port_nets.png
Scale bar: 20 µm.
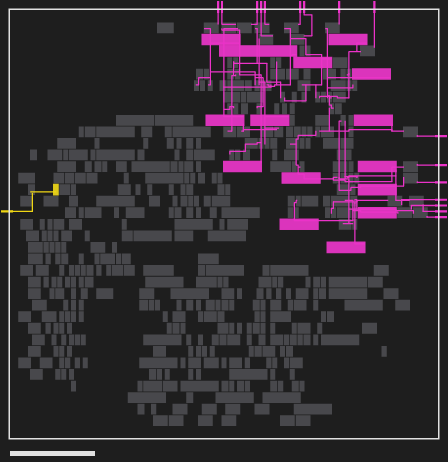
gate_families.png
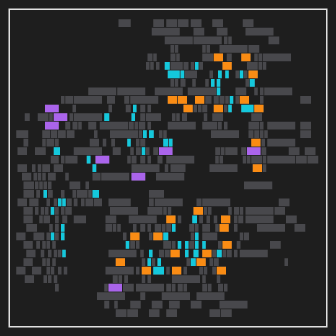
registers.png
Scale bar: 20 µm.
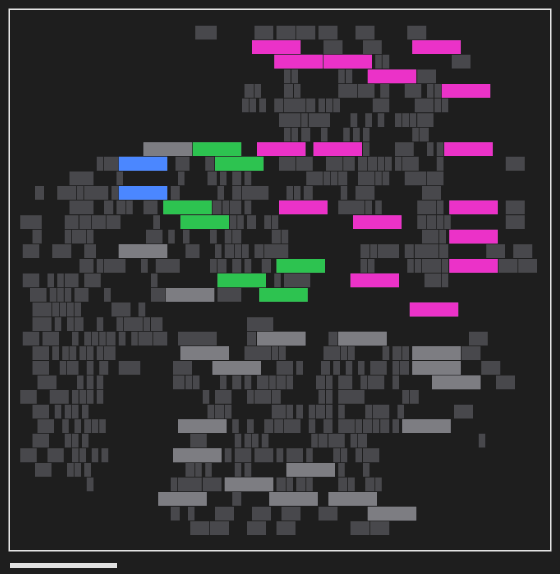
===== src/rtl/hazard_ctrl.sv =====
// Pipeline sequencing controller for the 5-stage core: load-use stalls, branch
// flushes, data-memory waits, a memory-timeout watchdog and perf counters.
module hazard_ctrl #(
  parameter int INIT_CYCLES = 2,
  parameter int MEM_TIMEOUT = 64,
  parameter int CNT_W       = 16
) (
  input  logic             clk_i,
  input  logic             rst_i,
  input  logic [4:0]       RS1addr_i,
  input  logic [4:0]       RS2addr_i,
  input  logic             use_rs1_i,
  input  logic             use_rs2_i,
  input  logic             IDEX_MemRead_i,
  input  logic [4:0]       IDEX_RDaddr_i,
  input  logic             branch_taken_i,
  input  logic             dmem_busy_i,
  output logic             pc_write_o,
  output logic             ifid_write_o,
  output logic             ifid_flush_o,
  output logic             idex_write_o,
  output logic             idex_bubble_o,
  output logic             exmem_write_o,
  output logic             memwb_bubble_o,
  output logic             timeout_err_o,
  output logic [CNT_W-1:0] stall_cnt_o,
  output logic [CNT_W-1:0] flush_cnt_o
);

  localparam int INIT_W = $clog2(INIT_CYCLES + 1);
  localparam int WAIT_W = $clog2(MEM_TIMEOUT + 1);
  localparam logic [INIT_W-1:0] INIT_LAST = INIT_W'(INIT_CYCLES - 1);
  localparam logic [WAIT_W-1:0] WAIT_MAX  = WAIT_W'(MEM_TIMEOUT);
  localparam logic [WAIT_W-1:0] WAIT_LAST = WAIT_W'(MEM_TIMEOUT - 1);

  typedef enum logic [1:0] {
    INIT,
    RUN,
    MEM_WAIT
  } state_t;

  state_t state, state_next;

  logic [INIT_W-1:0] init_cnt;
  logic [WAIT_W-1:0] wait_cnt;
  logic              load_use;
  logic              mem_stall;
  logic              stall_inc;
  logic              flush_inc;

  // A load whose destination is x0 never produces a value worth waiting for.
  assign load_use = IDEX_MemRead_i && (IDEX_RDaddr_i != 5'd0) &&
                    ((use_rs1_i && (RS1addr_i == IDEX_RDaddr_i)) ||
                     (use_rs2_i && (RS2addr_i == IDEX_RDaddr_i)));

  always_ff @(posedge clk_i or negedge rst_i) begin
    if (!rst_i) begin
      state <= INIT;
    end else begin
      state <= state_next;
    end
  end

  always_comb begin
    state_next     = state;
    pc_write_o     = 1'b1;
    ifid_write_o   = 1'b1;
    ifid_flush_o   = 1'b0;
    idex_write_o   = 1'b1;
    idex_bubble_o  = 1'b0;
    exmem_write_o  = 1'b1;
    memwb_bubble_o = 1'b0;
    mem_stall      = 1'b0;
    stall_inc      = 1'b0;
    flush_inc      = 1'b0;

    unique case (state)
      INIT: begin
        pc_write_o     = 1'b0;
        ifid_flush_o   = 1'b1;
        idex_bubble_o  = 1'b1;
        memwb_bubble_o = 1'b1;
        if (init_cnt == INIT_LAST) begin
          state_next = RUN;
        end
      end
      RUN: begin
        if (dmem_busy_i) begin
          mem_stall = 1'b1;
        end else if (load_use) begin
          pc_write_o    = 1'b0;
          ifid_write_o  = 1'b0;
          idex_bubble_o = 1'b1;
          stall_inc     = 1'b1;
        end else if (branch_taken_i) begin
          ifid_flush_o = 1'b1;
          flush_inc    = 1'b1;
        end
      end
      MEM_WAIT: begin
        // With busy dropped the MEM access completes on default controls.
        if (dmem_busy_i) begin
          mem_stall = 1'b1;
        end else begin
          state_next = RUN;
        end
      end
      default: state_next = INIT;
    endcase

    if (mem_stall) begin
      pc_write_o     = 1'b0;
      ifid_write_o   = 1'b0;
      idex_write_o   = 1'b0;
      exmem_write_o  = 1'b0;
      memwb_bubble_o = 1'b1;
      stall_inc      = 1'b1;
      state_next     = MEM_WAIT;
    end
  end

  always_ff @(posedge clk_i or negedge rst_i) begin
    if (!rst_i) begin
      init_cnt <= '0;
    end else if (state == INIT) begin
      init_cnt <= init_cnt + INIT_W'(1);
    end else begin
      init_cnt <= '0;
    end
  end

  // Watchdog: wait counter saturates at the limit; the error flag is sticky.
  always_ff @(posedge clk_i or negedge rst_i) begin
    if (!rst_i) begin
      wait_cnt      <= '0;
      timeout_err_o <= 1'b0;
    end else if (mem_stall) begin
      if (wait_cnt != WAIT_MAX) begin
        wait_cnt <= wait_cnt + WAIT_W'(1);
      end
      if (wait_cnt >= WAIT_LAST) begin
        timeout_err_o <= 1'b1;
      end
    end else begin
      wait_cnt <= '0;
    end
  end

  always_ff @(posedge clk_i or negedge rst_i) begin
    if (!rst_i) begin
      stall_cnt_o <= '0;
      flush_cnt_o <= '0;
    end else begin
      if (stall_inc && (stall_cnt_o != {CNT_W{1'b1}})) begin
        stall_cnt_o <= stall_cnt_o + CNT_W'(1);
      end
      if (flush_inc && (flush_cnt_o != {CNT_W{1'b1}})) begin
        flush_cnt_o <= flush_cnt_o + CNT_W'(1);
      end
    end
  end

endmodule


===== config.mk =====
export PLATFORM = sky130hd
export DESIGN_NAME = hazard_ctrl
export DESIGN_NICKNAME = d
export VERILOG_FILES = /design/src/rtl/hazard_ctrl.sv
export SDC_FILE = /design/constraint.sdc
export NUM_CORES = 1
export LEC_CHECK = 0
export ABC_AREA = 1
export CAP_MARGIN = 5
export CORE_MARGIN = 1.5
export CORE_UTILIZATION = 30
export CTS_BUF_LIST = sky130_fd_sc_hd__clkbuf_8
export CTS_CLUSTER_SIZE = 16
export DETAILED_ROUTE_END_ITERATION = 8
export HOLD_SLACK_MARGIN = 0.1
export MAX_ROUTING_LAYER = met4
export PLACE_DENSITY = 0.63
export RECOVER_POWER = 50
export SLEW_MARGIN = 15
export SYNTH_ARGS = -nofsm -noshare
export SYNTH_HDL_FRONTEND = slang
export SYNTH_SLANG_ARGS = --single-unit

===== constraint.sdc =====
create_clock -name clk_i -period 2 [get_ports clk_i]
set_input_delay 0.4 -clock clk_i [delete_from_list [all_inputs] [get_ports clk_i]]
set_output_delay 0.4 -clock clk_i [all_outputs]
set_load 0.02 [all_outputs]

==> notes.md <==
From the run reports.

- The routed design uses 2890 µm of met2 wire.
- The power per cell area reads 834.9 nW/µm².
- The clock passes through at most 2 buffers.
- The worst setup path is captured at an output port.
- The cell with the largest stage delay on the worst path reads sky130_fd_sc_hd__clkdlybuf4s50_1.
- Across the run, the number of max-cap violations was 1.
- Of the total synthesized cell area, the portion taken by AND-OR and OR-AND cells is 5.366%.
- The number of DRC violations after detailed-routing iteration 0 reads 82.
- The cell internal power dissipation reads 1.879 mW.
- After routing, the total negative slack on setup checks comes to 0 ns.
- The clock share of power is between 10% and 20%.
- The number of cells on the worst hold path is 1.
- The arrival time of the worst setup path reads approximately 1.6 ns.
- The CTS buffer count is 5.
- The final count of pins violating max slew is 30.
- The portion of total power attributed to sequential cells reads 36.5%.
- Per the post-route antenna check, the number of violating nets is 0.
- The clock network power consumption reads 0.585 mW.
- The flow ran to the end, but the final reports show violations.
- Among the stages of the critical path, the cell type that occurs most often is sky130_fd_sc_hd__nor2_1.
- The last element of the critical path reads pc_write_o.
- The library cell with the highest instance count after synthesis is sky130_fd_sc_hd__nand2_1.
- In this run the horizontal extent of the chip is approximately 100 µm.
- The post-placement cell count reads about 580.
- Ranking logic cells in the layout by count gives the top entries sky130_fd_sc_hd__nand2_1, sky130_fd_sc_hd__inv_1, sky130_fd_sc_hd__dfrtp_1.
- The critical path goes through clkdlybuf4s50_1 -> nor2_1 -> nor2_1 -> nand3_1 -> nand2_2 -> nand3_2 -> nand2_4 -> a21oi_2 -> buf_4.
- The first global-routing pass estimated approximately 11,000 µm of wire.
- The worst slack after detailed placement reads -0.6160 ns.
- The async set-reset flop share out of synthesis is 100.0%.
- The script extracted a total leakage power of about 1.8 nW.
- The largest power group is combinational logic.
- The core utilization at floorplan is 31.04%.
- For this run, global-route usage on met1 was measured as approximately 16%.
- The multiplexer fraction of the synthesized cell area reads 0%.
- Sequential elements use 38.39% of the synthesized area.
- The net switching component of the power reads 1.239 mW.
- The power drawn by the combinational cells is 1.40 mW.
- Per the post-synthesis report, the number of cells in the design is 386.
- After synthesis, the design contains 386 cells according to Yosys.
- The post-route DRC violation count is 0.
- The most critical hold endpoint after final layout shows a slack of 0.4390 ns.
- In the global route stage, met3 resource usage came out at 2.982%.
- The highest ir drop seen on vdd reads 0.6037 mV.
- The source of the worst hold timing path is init_cnt[0].
- The total of endpoints with negative setup slack in the final report reads 0.
- The cell family contributing the most delay on the critical path reads buffers and inverters.
- The kind of launch point of the worst setup path reads a primary input.
- The slew at the pin closest to its max-slew limit is 1.534 ns.
- In the final design database the tool counted 491 nets.
- The height of the die is 100.8 µm.
- The power in sequential cells reads roughly 1.1 mW.
- The launch point of the worst path is RS2addr_i[2].
- The count of buffer and inverter cells on the critical path reads 2.
- The layout-stage area growth over the synthesis result is 30.24%.
- The path class of the tightest hold or removal check is reg -> reg.
- Global routing used 22.14% of the available met2 tracks.
- The checks that failed: max-capacitance violations, max-slew violations.
- Net switching is 39.73% of the power.
- The post-cts sizing count reads 44.
- The global placer's final weighted congestion reads around 0.89.
- The overall power consumption is 3.118 mW.
- The number of nets in the synthesized netlist reads 416.
- The final antenna diode tally reported by the flow is 0.
- The chip area in the Yosys report reads 2868 µm².
-- port_nets.png (at the start) --
- stall_cnt_o: magenta (bits 16; direction output; edge 9 north, 7 east; end cells 16; buffers 16; wire 709 µm)
- memwb_bubble_o: yellow (bits 1; direction output; edge west; end cells 1; buffers 1; wire 15.1 µm)
buffers added on ports: 61
number of top-level design ports: 62

-- gate_families.png (at the start) --
- NOR gates: cyan (cells 52; most used nor2_1)
- adder and majority cells: purple (cells 8; most used ha_1)
- XOR/XNOR gates: orange (cells 27; most used xor2_1)
fraction of area in multi-input gates: 39.56%
Final Instance Count excl. Fillers: 591
top logic cell by instance count in the layout: sky130_fd_sc_hd__nand2_1

-- registers.png (at the start) --
- stall_cnt_o: magenta (flops 16)
- wait_cnt: green (flops 7; where center)
- state: blue (flops 2)
- not colored: 19
post-layout util: 40.42%
Sequential Area: 1101 µm²
sequential share of cell area: 29.48%

## layout make-up
| class | instances | area [µm²] | share of cell area, % |
|---|---|---|---|
| Clock buffer | 6 | 82.58 | 2.211 |
| Tap cell | 129 | 161.4 | 4.322 |
| Clock inverter | 2 | 11.26 | 0.3015 |
| Inverter | 56 | 210.2 | 5.628 |
| Timing Repair Buffer | 76 | 690.7 | 18.49 |
| Sequential cell | 44 | 1101 | 29.48 |
| Multi-Input combinational cell | 278 | 1478 | 39.56 |
## flip-flops by register name (all words and copies together) (netlist names)
| signal | count |
|---|---|
| wait_cnt | 7 |
| init_cnt | 2 |
| state | 2 |
| stall_cnt_o | 16 |
| timeout_err_o | 1 |
| flush_cnt_o | 16 |
Power is estimated from default activity; no workload was simulated.
